===== config.mk =====
export PLATFORM = sky130hd
export DESIGN_NAME = fetch_unit
export DESIGN_NICKNAME = d
export VERILOG_FILES = /design/src/rtl/fetch_unit.sv
export SDC_FILE = /design/constraint.sdc
export NUM_CORES = 1
export LEC_CHECK = 0
export CORE_ASPECT_RATIO = 1.5
export CORE_MARGIN = 3
export CORE_UTILIZATION = 48
export CTS_CLUSTER_DIAMETER = 120
export DETAILED_ROUTE_END_ITERATION = 10
export HOLD_SLACK_MARGIN = 0.05
export PLACE_DENSITY_LB_ADDON = 0.25
export SLEW_MARGIN = 25
export SYNTH_ARGS = -nofsm -noshare
export SYNTH_HDL_FRONTEND = slang
export SYNTH_SLANG_ARGS = --single-unit

===== constraint.sdc =====
create_clock -name clk -period 5.1 [get_ports clk]
set_input_delay 0.51 -clock clk [delete_from_list [all_inputs] [get_ports clk]]
set_output_delay 0.51 -clock clk [all_outputs]
set_load 0.05 [all_outputs]

===== src/rtl/fetch_unit.sv =====
// Instruction fetch stage: produces next-PC, issues single-outstanding imem reads
// and buffers returned words as {pc, inst} pairs for decode.
module fetch_unit #(
  parameter int          DEPTH       = 2,
  parameter logic [31:0] RESET_VALUE = 32'h0000_0000
) (
  input  logic        clk,
  input  logic        rst,
  input  logic [31:0] pc_cur,
  output logic [31:0] pc_next,
  input  logic        redirect,
  input  logic [31:0] redirect_pc,
  output logic        imem_req,
  output logic [31:0] imem_addr,
  input  logic        imem_ack,
  input  logic [31:0] imem_rdata,
  output logic        inst_valid,
  output logic [31:0] inst_data,
  output logic [31:0] inst_pc,
  input  logic        inst_ready,
  output logic [1:0]  fsm_state
);
  // Handshakes: imem_req stays high with a stable imem_addr until a cycle with
  // imem_ack, which completes it; a decode transfer happens in any cycle where
  // inst_valid and inst_ready are both high, and inst_valid never depends on inst_ready.
  localparam int AW = (DEPTH > 1) ? $clog2(DEPTH) : 1;
  localparam int CW = AW + 1;
  localparam logic [1:0] IDLE = 2'd0;
  localparam logic [1:0] WAIT = 2'd1;
  localparam logic [1:0] DROP = 2'd2;
  localparam logic [CW-1:0] FULL = CW'(DEPTH);

  logic [1:0]    state;
  logic [1:0]    state_nxt;
  logic [31:0]   addr_nxt;
  logic [CW-1:0] count;
  logic [CW-1:0] count_nxt;
  logic [AW-1:0] wr_ptr;
  logic [AW-1:0] rd_ptr;
  logic [31:0]   pc_mem   [DEPTH];
  logic [31:0]   inst_mem [DEPTH];
  logic          push;
  logic          pop;
  logic          room;

  assign push       = (state == WAIT) & imem_ack & ~redirect;
  assign inst_valid = (count != '0) & ~redirect;
  assign pop        = inst_valid & inst_ready;
  assign count_nxt  = count + CW'(push) - CW'(pop);
  assign room       = (count_nxt < FULL);

  assign imem_req  = (state != IDLE);
  assign inst_data = inst_mem[rd_ptr];
  assign inst_pc   = pc_mem[rd_ptr];
  assign fsm_state = state;

  // The PC register has no enable: hold it unless a live fetch completes.
  always_comb begin
    pc_next = pc_cur;
    if (redirect) begin
      pc_next = {redirect_pc[31:2], 2'b00};
    end else if ((state == WAIT) && imem_ack) begin
      pc_next = imem_addr + 32'd4;
    end
  end

  always_comb begin
    state_nxt = state;
    addr_nxt  = imem_addr;
    case (state)
      IDLE: begin
        if (!redirect && room) begin
          state_nxt = WAIT;
          addr_nxt  = pc_cur;
        end
      end
      WAIT: begin
        if (redirect) begin
          state_nxt = imem_ack ? IDLE : DROP;
        end else if (imem_ack) begin
          if (room) begin
            addr_nxt = imem_addr + 32'd4;
          end else begin
            state_nxt = IDLE;
          end
        end
      end
      DROP: begin
        // The stale request is never withdrawn; its data is thrown away.
        if (imem_ack) begin
          state_nxt = IDLE;
        end
      end
      default: state_nxt = IDLE;
    endcase
  end

  always_ff @(posedge clk or posedge rst) begin
    if (rst) begin
      state     <= IDLE;
      imem_addr <= RESET_VALUE;
      count     <= '0;
      wr_ptr    <= '0;
      rd_ptr    <= '0;
    end else begin
      state     <= state_nxt;
      imem_addr <= addr_nxt;
      if (redirect) begin
        count  <= '0;
        wr_ptr <= '0;
        rd_ptr <= '0;
      end else begin
        count <= count_nxt;
        if (push) begin
          wr_ptr <= wr_ptr + AW'(1);
        end
        if (pop) begin
          rd_ptr <= rd_ptr + AW'(1);
        end
      end
    end
  end

  // Queue storage needs no reset; entries are only read while count is non-zero.
  always_ff @(posedge clk) begin
    if (push) begin
      pc_mem[wr_ptr]   <= imem_addr;
      inst_mem[wr_ptr] <= imem_rdata;
    end
  end

endmodule


**Signal wires on met1**

Supply wires on this layer in grey.
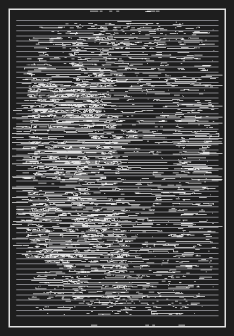
The longest straight run is 35.0 um. The wires run mostly horizontal. The layer carries 8890 um of wire.
final WL: 22.6 mm
total vias in the final route: 6497
GR Layer Usage met1: 29.1%

**The metal 2 layer**

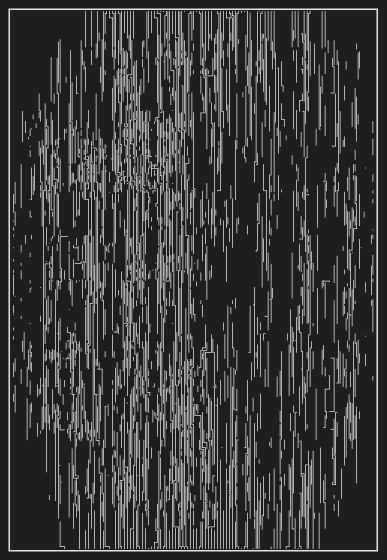
The layer carries 12100 um of wire. The wires run mostly vertical. The longest straight run is 73.2 um.
met2 GRT Util: 43.1%

**Metal 3**

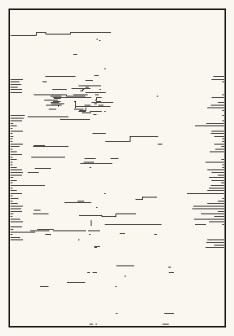
167 nets have wire on it. The layer carries 1180 um of wire. The longest straight run is 29.4 um. The layer holds 5.2% of the routed length.
met3 Use GR: 3.72%

**Signal wires on met4**

The bar under the picture is 20 um long. Supply wires on this layer in grey. Cells faint in the background.
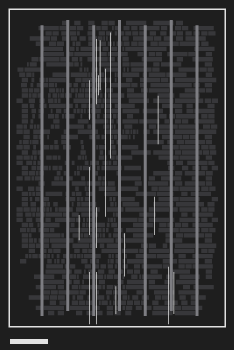
The layer carries 491 um of wire. The longest straight run is 77.5 um. The wires run mostly vertical.

==> impl_metrics.tcl <==
# metrics dict for downstream scripts
set metrics [dict create \
    status "finished clean" \
    insertedDiodeCount 0 \
    ys.flops 166 \
    ir_drop_mv 0.329 \
    fin_nets 999 \
    cp.arrival_ns 3.53 \
    fp_nets 787 \
    grt_max_degree 89 \
    slew_headroom_pct 35.8 \
    setup_viol 0 \
    synthCells 683 \
    avgSynthCellArea_um2 12.0 \
    worst_pin_slew_ns 0.956 \
    overflow 0 \
    critPathKind "register to output pin" \
    coreArea_um2 16500 \
    layout_setup_ws_ns 1.06 \
    finalNonFillerCells 1113 \
    synth_stat.cells 683 \
    fmax_mhz 247 \
    post_cts_buffers 0 \
    clock_latency_ns 0.43 \
    postPlaceCellArea_um2 10600 \
    fin_crit_ns 4.04 \
    critPathRequiredTime_ns 4.59 \
    top_cell_area_share_pct 47.0 \
    grt_pass1_vias 6804 \
    synthToLayoutAreaGrowth_pct 37.0 \
    drcViolationCount 0 \
    ys_types 64 \
    hold_viol 0 \
    synth_top_cell_by_count "edfxtp_1" \
    fin_crit_sh_pct 79.3 \
    finalMaxSlewViolations 0 \
    dp_hpwl_mm 15.6 \
    ys_async_sr_fraction_pct 22.9 \
    numCtsBuffers 17 \
    p_leak_nw 3.87 \
    largest_area_cell "edfxtp_1" \
    cts_sinks 166 \
    path_clk_slew_ns 0.06 \
    cts_tree "done" \
    ff_latch_area_um2 4800 \
    skew_ns 0.0109 \
    common_cells "128 x edfxtp_1, 64 x mux2_2, 60 x nand2_1, 46 x a21oi_1, 38 x dfrtp_1" \
    place_worst_setup_slack_ns 0.821 \
    synth-xor-area-share_pct 1.90 \
    synthAdderAreaFrac_pct 0.459 \
    drt_iter0_drc 503 \
    antenna_left 0 \
    vias_per_cell 5.84 \
    globalRouteTotalUtil_pct 24.1 \
    synth-edff-count 128 \
    cts_buffer_depth 2 \
    logic_family "simple AND/OR/NAND/NOR gates" \
    yosys_area_um2 8190 \
    synth_area_um2 8190 \
    grt_pass1_wl_mm 35.9 \
    rsz0062_at_grt "false" \
    aoi_share_pct 10.1 \
    globalplace.congestion 0.887 \
    initCoreUtil_pct 49.7 \
    area_leaders "edfxtp_1 47%, dfrtp_1 12%, mux2_2 8.8%" \
    critPathLaunchType "register" \
    tool_warnings 28 \
    dr.pass1.iters 5 \
    cts_hold_buffers 0 \
    timing.setup.tns_ns 0 \
    flop_cell "edfxtp_1" \
    logic_area_um2 3150 \
    p_total_mw 5.00 \
    cap_violations 0 \
    hp-class "input pin to register" \
    postLayoutCoreUtil_pct 68.1 \
    powerDensity_nw_per_um2 446 \
    ys_sh_simple_pct 16.4 \
]
-- logic make-up after synthesis --
| logic type | after synthesis |
|---|---|
| multiplexers | 68 |
| AND-OR/OR-AND | 131 |
| AND/OR/NAND/NOR | 237 |
| buffers and inverters | 62 |
| XOR/XNOR | 16 |
| flip-flops | 166 |
| adder cells (fa/ha/maj) | 3 |
-- critical path, cell delays in order (launching register included) --
cell	delay (ns)
dfrtp_1	0.55
ha_1	0.38
nand2_1	0.18
nor3_4	0.35
nor3b_1	0.48
xnor2_1	0.11
o21ai_0	0.19
clkdlybuf4s50_1	0.87
-- state kept, by name, summed over array words and instances, names as in the netlist --
name,flops
rd_ptr,1
imem_addr,32
pc_mem,64
wr_ptr,1
fsm_state,2
inst_mem,64
count,2
-- per-layer routing --
metal,part of all wire [%],up-vias,GRT usage (%)
met4,2.2,0,8.53
met3,5.2,40,3.72
li1,-,3014,-
met5,0,-,0
met1,39,3174,29.1
met2,53,269,43.1
-- path summary, 6_finish.rpt --
kind	startpoint	to	slack [ns]	depth (start not counted)
worst min register to register	imem_addr[30]	pc_mem[0][30]	0.55	0
max in group asynchronous	rst	rd_ptr	3.83	2
worst min-delay path	redirect	rd_ptr	0.52	4
worst max register to register	fsm_state[1]	imem_addr[30]	1.49	12
worst max-delay path	imem_addr[2]	pc_next[16]	1.06	7
min in group asynchronous	rst	imem_addr[6]	0.60	2
-- cell usage in the layout (no fill, tap or decap), drive strengths merged, types with 18 or more instances in the layout --
cell / n
clkdlybuf4s50: 229
edfxtp: 128
mux2: 64
nand2: 60
a21oi: 46
dfrtp: 38
nor2: 37
nand3: 36
o21ai: 28
nor3b: 19
inv: 18
-- report_power, final --
part | total, mW | internal [mW] | switching (mW)
Clock | 1.23 | 0.646 | 0.583
Sequential | 1.97 | 1.65 | 0.314
Combinational | 1.81 | 0.653 | 1.15
-- area by class of cell --
cell class	instances	share of cell area [%]
Clock buffer	17	3.79
Clock inverter	14	1.29
Inverter	12	0.402
Multi-Input combinational cell	455	28.1
Sequential cell	166	42.8
Tap cell	206	2.30
Timing Repair Buffer	243	21.4
